<file path="config.mk">
export PLATFORM = sky130hd
export DESIGN_NAME = w_stage_flat
export DESIGN_NICKNAME = d
export VERILOG_FILES = /design/src/rtl/w_stage_pkg.sv /design/src/rtl/w_stage_if.sv /design/src/rtl/w_stage_load_ext.sv /design/src/rtl/w_stage.sv /design/src/flat_wrapper.sv
export SDC_FILE = /design/constraint.sdc
export NUM_CORES = 1
export LEC_CHECK = 0
export ABC_CLOCK_PERIOD_IN_PS = 2750
export CORE_AREA = 3 3 166 87
export CTS_CLUSTER_SIZE = 8
export DETAILED_ROUTE_END_ITERATION = 7
export DIE_AREA = 0 0 169 90
export GPL_ROUTABILITY_DRIVEN = 0
export GPL_TIMING_DRIVEN = 0
export PLACE_DENSITY = 0.93
export SYNTH_ARGS = -nofsm -noshare
export SYNTH_HDL_FRONTEND = slang
export SYNTH_SLANG_ARGS = --single-unit
export TNS_END_PERCENT = 5
</file>
<file path="constraint.sdc">
create_clock -name clk -period 2.75 [get_ports clk]
set_clock_uncertainty 0.15 [all_clocks]
set_input_delay 0.4125 -clock clk [delete_from_list [all_inputs] [get_ports clk]]
set_output_delay 0.4125 -clock clk [all_outputs]
set_load 0.05 [all_outputs]
</file>
<file path="src/rtl/w_stage_pkg.sv">
// Shared CPU constants: writeback source and load type encodings.
package w_stage_pkg;

    typedef enum logic [1:0] {
        WB_ALU = 2'd0,
        WB_MEM = 2'd1,
        WB_PC8 = 2'd2,
        WB_RSV = 2'd3
    } wbsel_e;

    typedef enum logic [2:0] {
        LD_LW  = 3'd0,
        LD_LB  = 3'd1,
        LD_LBU = 3'd2,
        LD_LH  = 3'd3,
        LD_LHU = 3'd4
    } loadtype_e;

    localparam logic [31:0] PC_LINK_OFFSET = 32'd8;

endpackage

</file>
<file path="src/rtl/w_stage_if.sv">
// M-to-W stage bundle: M-stage slot inputs and registered W-stage outputs.
interface w_stage_if;
    logic        m_valid;
    logic [31:0] m_pc;
    logic [4:0]  m_a3;
    logic        m_regwrite;
    logic [1:0]  m_wbsel;
    logic [31:0] m_aluout;
    logic [31:0] m_memword;
    logic [2:0]  m_loadtype;
    logic [1:0]  m_byteaddr;

    logic        w_valid;
    logic [31:0] w_pc;
    logic [4:0]  w_a3;
    logic        w_regwrite;
    logic [31:0] w_writedata;
    logic [31:0] retire_cnt;

    modport master (
        output m_valid, m_pc, m_a3, m_regwrite, m_wbsel, m_aluout,
               m_memword, m_loadtype, m_byteaddr,
        input  w_valid, w_pc, w_a3, w_regwrite, w_writedata, retire_cnt
    );

    modport slave (
        input  m_valid, m_pc, m_a3, m_regwrite, m_wbsel, m_aluout,
               m_memword, m_loadtype, m_byteaddr,
        output w_valid, w_pc, w_a3, w_regwrite, w_writedata, retire_cnt
    );
endinterface

</file>
<file path="src/rtl/w_stage_load_ext.sv">
// Load extension: picks the addressed byte/half of the DM word and extends it.
module load_ext
    import w_stage_pkg::*;
(
    input  logic [31:0] m_memword,
    input  logic [1:0]  m_byteaddr,
    input  logic [2:0]  m_loadtype,
    output logic [31:0] result
);
    logic [7:0]  sel_byte;
    logic [15:0] sel_half;

    always_comb begin
        sel_byte = m_memword[7:0];
        case (m_byteaddr)
            2'd0:    sel_byte = m_memword[7:0];
            2'd1:    sel_byte = m_memword[15:8];
            2'd2:    sel_byte = m_memword[23:16];
            default: sel_byte = m_memword[31:24];
        endcase
        sel_half = m_byteaddr[1] ? m_memword[31:16] : m_memword[15:0];

        // Unused encodings 5-7 fall through to a full-word load.
        case (m_loadtype)
            LD_LB:   result = {{24{sel_byte[7]}}, sel_byte};
            LD_LBU:  result = {24'd0, sel_byte};
            LD_LH:   result = {{16{sel_half[15]}}, sel_half};
            LD_LHU:  result = {16'd0, sel_half};
            default: result = m_memword;
        endcase
    end
endmodule

</file>
<file path="src/rtl/w_stage.sv">
// W pipeline register: captures the M-stage slot, resolves writeback data, counts retirements.
module w_stage
    import w_stage_pkg::*;
(
    input  logic       clk,
    input  logic       reset,
    input  logic       stall,
    input  logic       flush,
    w_stage_if.slave   bus
);
    logic [31:0] load_data;
    logic [31:0] wb_data;

    logic        r_valid;
    logic [31:0] r_pc;
    logic [4:0]  r_a3;
    logic        r_regwrite;
    logic [31:0] r_writedata;
    logic [31:0] r_retire;

    load_ext u_load_ext (
        .m_memword  (bus.m_memword),
        .m_byteaddr (bus.m_byteaddr),
        .m_loadtype (bus.m_loadtype),
        .result     (load_data)
    );

    always_comb begin
        wb_data = '0;
        case (wbsel_e'(bus.m_wbsel))
            WB_ALU:  wb_data = bus.m_aluout;
            WB_MEM:  wb_data = load_data;
            WB_PC8:  wb_data = bus.m_pc + PC_LINK_OFFSET;
            default: wb_data = '0;
        endcase
    end

    always_ff @(posedge clk) begin
        if (reset) begin
            r_valid     <= 1'b0;
            r_pc        <= '0;
            r_a3        <= '0;
            r_regwrite  <= 1'b0;
            r_writedata <= '0;
            r_retire    <= '0;
        end else if (flush) begin
            // Bubble insertion; the retire count is left alone.
            r_valid     <= 1'b0;
            r_pc        <= '0;
            r_a3        <= '0;
            r_regwrite  <= 1'b0;
            r_writedata <= '0;
        end else if (!stall) begin
            r_valid     <= bus.m_valid;
            r_pc        <= bus.m_valid ? bus.m_pc : '0;
            r_a3        <= bus.m_valid ? bus.m_a3 : '0;
            r_regwrite  <= bus.m_regwrite & bus.m_valid & (bus.m_a3 != 5'd0);
            r_writedata <= wb_data;
            if (bus.m_valid)
                r_retire <= r_retire + 32'd1;
        end
    end

    assign bus.w_valid     = r_valid;
    assign bus.w_pc        = r_pc;
    assign bus.w_a3        = r_a3;
    assign bus.w_regwrite  = r_regwrite;
    assign bus.w_writedata = r_writedata;
    assign bus.retire_cnt  = r_retire;
endmodule

</file>
<file path="src/flat_wrapper.sv">
// flat-port wrapper written by rule: the top's interface ports become plain ports
module w_stage_flat import w_stage_pkg::*;
  (clk, reset, stall, flush, bus_m_valid, bus_m_pc, bus_m_a3, bus_m_regwrite, bus_m_wbsel, bus_m_aluout, bus_m_memword, bus_m_loadtype, bus_m_byteaddr, bus_w_valid, bus_w_pc, bus_w_a3, bus_w_regwrite, bus_w_writedata, bus_retire_cnt);
  w_stage_if bus_i ();
  input  logic clk;
  input  logic reset;
  input  logic stall;
  input  logic flush;
  input wire logic [$bits(bus_i.m_valid)-1:0] bus_m_valid;
  input wire logic [$bits(bus_i.m_pc)-1:0] bus_m_pc;
  input wire logic [$bits(bus_i.m_a3)-1:0] bus_m_a3;
  input wire logic [$bits(bus_i.m_regwrite)-1:0] bus_m_regwrite;
  input wire logic [$bits(bus_i.m_wbsel)-1:0] bus_m_wbsel;
  input wire logic [$bits(bus_i.m_aluout)-1:0] bus_m_aluout;
  input wire logic [$bits(bus_i.m_memword)-1:0] bus_m_memword;
  input wire logic [$bits(bus_i.m_loadtype)-1:0] bus_m_loadtype;
  input wire logic [$bits(bus_i.m_byteaddr)-1:0] bus_m_byteaddr;
  output wire logic [$bits(bus_i.w_valid)-1:0] bus_w_valid;
  output wire logic [$bits(bus_i.w_pc)-1:0] bus_w_pc;
  output wire logic [$bits(bus_i.w_a3)-1:0] bus_w_a3;
  output wire logic [$bits(bus_i.w_regwrite)-1:0] bus_w_regwrite;
  output wire logic [$bits(bus_i.w_writedata)-1:0] bus_w_writedata;
  output wire logic [$bits(bus_i.retire_cnt)-1:0] bus_retire_cnt;
  assign bus_i.m_valid = bus_m_valid;
  assign bus_i.m_pc = bus_m_pc;
  assign bus_i.m_a3 = bus_m_a3;
  assign bus_i.m_regwrite = bus_m_regwrite;
  assign bus_i.m_wbsel = bus_m_wbsel;
  assign bus_i.m_aluout = bus_m_aluout;
  assign bus_i.m_memword = bus_m_memword;
  assign bus_i.m_loadtype = bus_m_loadtype;
  assign bus_i.m_byteaddr = bus_m_byteaddr;
  assign bus_w_valid = bus_i.w_valid;
  assign bus_w_pc = bus_i.w_pc;
  assign bus_w_a3 = bus_i.w_a3;
  assign bus_w_regwrite = bus_i.w_regwrite;
  assign bus_w_writedata = bus_i.w_writedata;
  assign bus_retire_cnt = bus_i.retire_cnt;
  w_stage u_core (.clk(clk), .reset(reset), .stall(stall), .flush(flush), .bus(bus_i));
endmodule
</file>
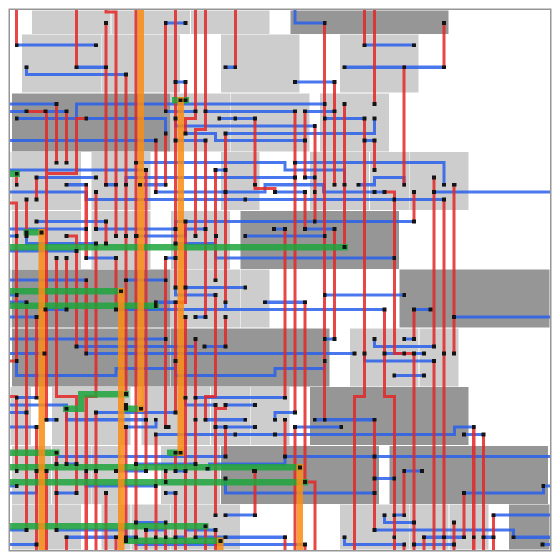
Figure 1: run 1, a small window of the routed layout.
Window x 114 to 139, y 55 to 80 um. Cells in grey, sequential cells in the stronger grey; small squares are vias.
red -> M2
green -> M3
orange -> M4
blue -> M1
cells with their middle in the window = 44
sequential cells in the window = 9
most frequent = a21oi_1 (10), dfxtp_1 (9), a311oi_1 (8)
netlist names of flops here include = u_core.bus.w_writedata (9)

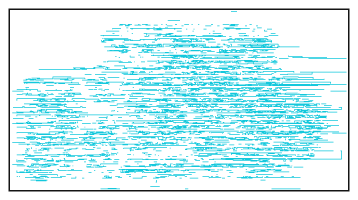
Figure 2: run 1, the metal 1 layer.
(2 px per um)
nets with wire on the layer = 983
main direction = horizontal
longest straight run = 32.2 um
wire length on this layer = 8440 um
share of all routed wire = 37%

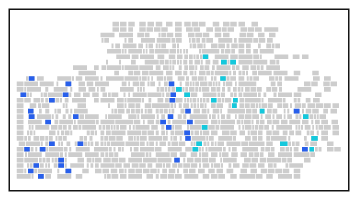
Figure 3: run 1, gate-type map.
(2 px per um)
cyan -> non-inverting ao/oa cells  # cells 17, most used a211o_1
blue -> xor and xnor cells  # cells 32, most used xnor2_1

[run 1: logic make-up after synthesis]
kind of cell / synth area share [%]
xor+xnor: 4.68
flops: 34.4
compound gates: 24.6
mux: 6.93
simple gates: 23.7
buf+inv: 5.07
fa+ha+maj: 0.584
[run 1: per-layer routing]
| metal | part of all wire, % | vias up |
|---|---|---|
| li1 | - | 3219 |
| met1 | 37 | 3299 |
| met2 | 47 | 505 |
| met3 | 11 | 106 |
| met4 | 4.9 | 0 |
| met5 | 0 | - |
[run 1: what timing repair did]
| item | in CTS | in global routing |
|---|---|---|
| setup endpoints to repair | 2 | 31 |
| endpoints found under the hold margin | 0 | 0 |
| setup buffers | 0 | 0 |
| gates resized | 1 | 3 |
[run 1: power groups by stage]
stage / Clock [W] / Sequential [W] / Combinational [W]
after global routing: 0.00135 / 0.00154 / 0.000812
final: 0.00129 / 0.00154 / 0.000770
after global placement: 0 / 0.00157 / 0.000726
after detailed placement: 0 / 0.00157 / 0.000743
after CTS: 0.00129 / 0.00153 / 0.000749
after floorplan: 0 / 0.00166 / 0.000303
[run 1: metrics by stage]
stage	setup TNS (ps)	area (um2)	setup slack, ps	instances	util, %
after CTS	0	8590	52.9	1135	67.1
after global placement	-8540	8300	-313	1120	64.8
after floorplan	0	5990	189	741	-
after global routing	-32.6	8600	-32.6	1135	67.1
final	0	8600	2.17	1135	67.1
after detailed placement	-10140	8300	-352	1120	64.8
[run 1: final timing paths]
check	start	endpoint	slack, ps
setup / recovery	bus_m_pc[3]	u_core.bus.w_writedata[27]	2
hold / removal	bus_m_pc[8]	u_core.bus.w_pc[8]	300
setup reg to reg	u_core.bus.retire_cnt[2]	u_core.bus.retire_cnt[31]	400
hold reg to reg	u_core.bus.w_regwrite	u_core.bus.w_regwrite	320
==> impl_metrics.tcl, run 1 <==
# collected from the flow reports
set metrics [dict create \
    ys_warn_count 0 \
    crit_fanout 10 \
    viasPerCell 6.28 \
    inverters 17 \
    buf_share_pct 27.1 \
    ys_types 58 \
    die_w_um 169 \
    clock_area_share_pct 3.45 \
    num_io_pins 217 \
    power.total_w 0.00359 \
    warnings 27 \
    drt_pass1_iterations 6 \
    slew_viol_final 0 \
    ys_cells 741 \
    clock_buffer_count 9 \
    layout_top_cell "clkdlybuf4s50_1" \
    run_status "complete, no violations" \
    path_delay_family "AND-OR/OR-AND gates" \
    cpMostUsedCell "o311ai_0" \
    area_delta_synth_final_pct 43.4 \
    switching_share_pct 31.0 \
    overflow 0 \
    numPortBuffers 209 \
    grt_pass1_wl_um 35700 \
    path_cells "clkdlybuf4s50_1 -> ha_1 -> and4_2 -> nand3_1 -> o311ai_0 -> o41ai_1 -> o311ai_0" \
    post-synth-top-area-fraction_pct 34.4 \
    layout.nets 1076 \
    route.antenna.remaining_nets 0 \
    required_ps 2800 \
    synth_area_per_cell_um2 8.09 \
    comb_power_share_pct 21.4 \
    rsz0062_at_grt "true" \
    leakage_nw 2.88 \
    ys.flops 103 \
    pwr-share-seq_pct 42.7 \
    synth_chip_area_um2 5990 \
    tightestPinTransition_ps 763 \
    clk_latency_ps 360 \
    finalClockPeriodUsage_pct 99.9 \
    max-slew-margin-rel_pct 48.9 \
    regArea_um2 2060 \
    antenna_found_initial 0 \
    synthesis.area_um2 5990 \
    hold_depth 3 \
    hold_ws_ps 296 \
    fp_nets 857 \
    clk_pin_slew_ps 80 \
    cp_slowest_cell "clkdlybuf4s50_1" \
    dpl.hpwl_um 17600 \
    drc 0 \
    die_h_um 90 \
    power.switching_w 0.00111 \
    largest_area_cell "dfxtp_1" \
    flops 103 \
    logic_gates 563 \
    drt_iter0_drc 779 \
    slowest_delay_ps 610 \
    yosys-top-cells-count "dfxtp_1, nor2_1, a22oi_1" \
    cts_tree "done" \
    hold_path_class "input port to flop" \
    yosys-top-cells-area "dfxtp_1, a22oi_1, nor2_1" \
    nWellTaps 170 \
    crit_type "input port to flop" \
    num-fill-cells 958 \
    power_density_nw_per_um2 418 \
    final-hold-violation-count 0 \
    max_freq_ghz 0.364 \
    comb_share_pct 42.2 \
]
## Run 2: what changed since run 1
--- a/config.mk
+++ b/config.mk
@@ -12,7 +12,9 @@
 export DIE_AREA = 0 0 169 90
 export GPL_ROUTABILITY_DRIVEN = 0
 export GPL_TIMING_DRIVEN = 0
+export HOLD_SLACK_MARGIN = 0.1
 export PLACE_DENSITY = 0.93
+export SLEW_MARGIN = 25
 export SYNTH_ARGS = -nofsm -noshare
 export SYNTH_HDL_FRONTEND = slang
 export SYNTH_SLANG_ARGS = --single-unit
==> run 2 against run 1 <==
Global-route usage did not move; critical path depth did not move; synthesized area did not move; cell count did not move; total power did not move; non-clock buffer count did not move; register-to-register slack barely moved; wire length did not move; count of clock-buffer cells in the layout did not move; fmax did not move; via count did not move.
==> impl_metrics.tcl, run 2 <==
# collected from the flow reports
set metrics [dict create \
    synth-main-ff-cell "dfxtp_1" \
    crit_end "u_core.bus.w_writedata[27]" \
    dp_cells 1120 \
    layout.nets 1076 \
    leakage_nw 2.88 \
    grt_pass1_wl_um 35700 \
    drt_pass1_iterations 6 \
    power.total_w 0.00359 \
    mux_share_pct 6.93 \
    r2r_slack_ps 400 \
    placed_area_um2 8300 \
    die_h_um 90 \
    r2r-start "u_core.bus.retire_cnt[2]" \
    dpl.hpwl_um 17600 \
    antenna_found_initial 0 \
    ys_types 58 \
    ys_sh_aoi_pct 24.6 \
    crit_type "input port to flop" \
    synthesis.area_um2 5990 \
    ys_cells 741 \
    synth_area_per_cell_um2 8.09 \
    tightestPinTransition_ps 763 \
    route.antenna.remaining_nets 0 \
    hold_path_class "input port to flop" \
    run_status "complete, no violations" \
    cpMostUsedCell "o311ai_0" \
    synth.comb.largest_family "AND-OR/OR-AND gates" \
    inverters 17 \
    slowest_delay_ps 610 \
    area_delta_synth_final_pct 43.4 \
    post-route-cell-area_um2 8600 \
    viasPerCell 6.28 \
    final-hold-violation-count 0 \
    crit_fanout 10 \
    num-fill-cells 958 \
    max-slew-margin-rel_pct 48.9 \
    slew_viol_final 0 \
    hold_ws_ps 296 \
    required_ps 2800 \
    post_cts_buffers 0 \
    fp_nets 857 \
    buf_share_pct 27.1 \
    max_freq_ghz 0.364 \
    synth_chip_area_um2 5990 \
    warnings 27 \
    path_cells "clkdlybuf4s50_1 -> ha_1 -> and4_2 -> nand3_1 -> o311ai_0 -> o41ai_1 -> o311ai_0" \
    simple_gate_area_share_pct 23.7 \
    power_density_nw_per_um2 418 \
    ys_sh_xor_pct 4.68 \
    die_w_um 169 \
    clock_buffer_count 9 \
    fa_ha_area_share_pct 0.584 \
    finalClockPeriodUsage_pct 99.9 \
    logic_gates 563 \
    cts_tree "done" \
    final_cells 1135 \
    numPortBuffers 209 \
    cp_slowest_cell "clkdlybuf4s50_1" \
    clk_pin_slew_ps 80 \
]
==> run 2: critical path: cells and delay by family <==
kind | cells | cell delay [ps]
simple gates | 2 | 540
buf+inv | 1 | 610
fa+ha+maj | 1 | 270
compound gates | 3 | 960
==> run 2: per-layer routing <==
metal,part of all wire (%),GRT usage [%]
met3,11,8.19
met4,4.9,12.4
met5,0,0
met2,47,48.5
met1,37,33.9
==> run 2: worst min path at each step <==
| stage | end | depth (start not counted) | start |
|---|---|---|---|
| after floorplan | u_core.bus.w_a3[0] | 2 | bus_m_a3[0] |
| after global routing | u_core.bus.w_pc[8] | 3 | bus_m_pc[8] |
| final | u_core.bus.w_pc[8] | 3 | bus_m_pc[8] |
| after global placement | u_core.bus.w_writedata[14] | 2 | u_core.bus.w_writedata[14] |
| after detailed placement | u_core.bus.w_writedata[14] | 2 | u_core.bus.w_writedata[14] |
| after CTS | u_core.bus.w_pc[8] | 3 | bus_m_pc[8] |
==> run 2: what timing repair did <==
| action | 4_1_cts | 5_1_grt |
|---|---|---|
| resized | 1 | 3 |
| hold buffers | 0 | 0 |
| setup endpoints to repair | 2 | 31 |
==> run 2: per-stage QoR <==
stage	worst slack, ps	TNS, ps	utilization, %
after global placement	-313	-8540	64.8
after CTS	52.9	0	67.1
final	2.17	0	67.1
after floorplan	189	0	-
after detailed placement	-352	-10140	64.8
after global routing	-32.6	-32.6	67.1
==> run 2: report_power, final <==
| part | total [W] | switching (W) | internal (W) |
|---|---|---|---|
| registers | 0.00154 | 0.0000189 | 0.00152 |
| logic | 0.000770 | 0.000449 | 0.000321 |
| clock network | 0.00129 | 0.000645 | 0.000642 |
| total | 0.00359 | 0.00111 | 0.00248 |
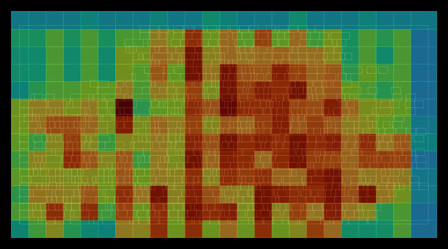
Figure 4: run 2, routing congestion map.
met1 usage: 33.9%
DR WL/cell: 20.2 um
gr busiest metal: met2
met2 global-route usage: 48.5%

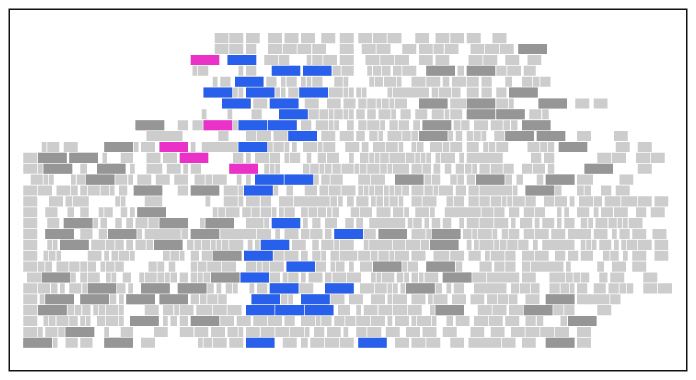
Figure 5: run 2, where the registers sit.
(4 px per um) Other sequential cells in the stronger grey, the rest of the logic in the fainter grey.
blue -> u_core.bus.w_pc  # placed flops 32, where a vertical strip down the middle
magenta -> u_core.bus.w_a3  # placed flops 5
not coloured = 66
Finished Core Util: 67.1%
flop share of the area: 24.0%
seq pwr: 0.00154 W
FF/Latch Area: 2060 um2

Power figures rest on the tool's default switching activity, not on a simulated workload.
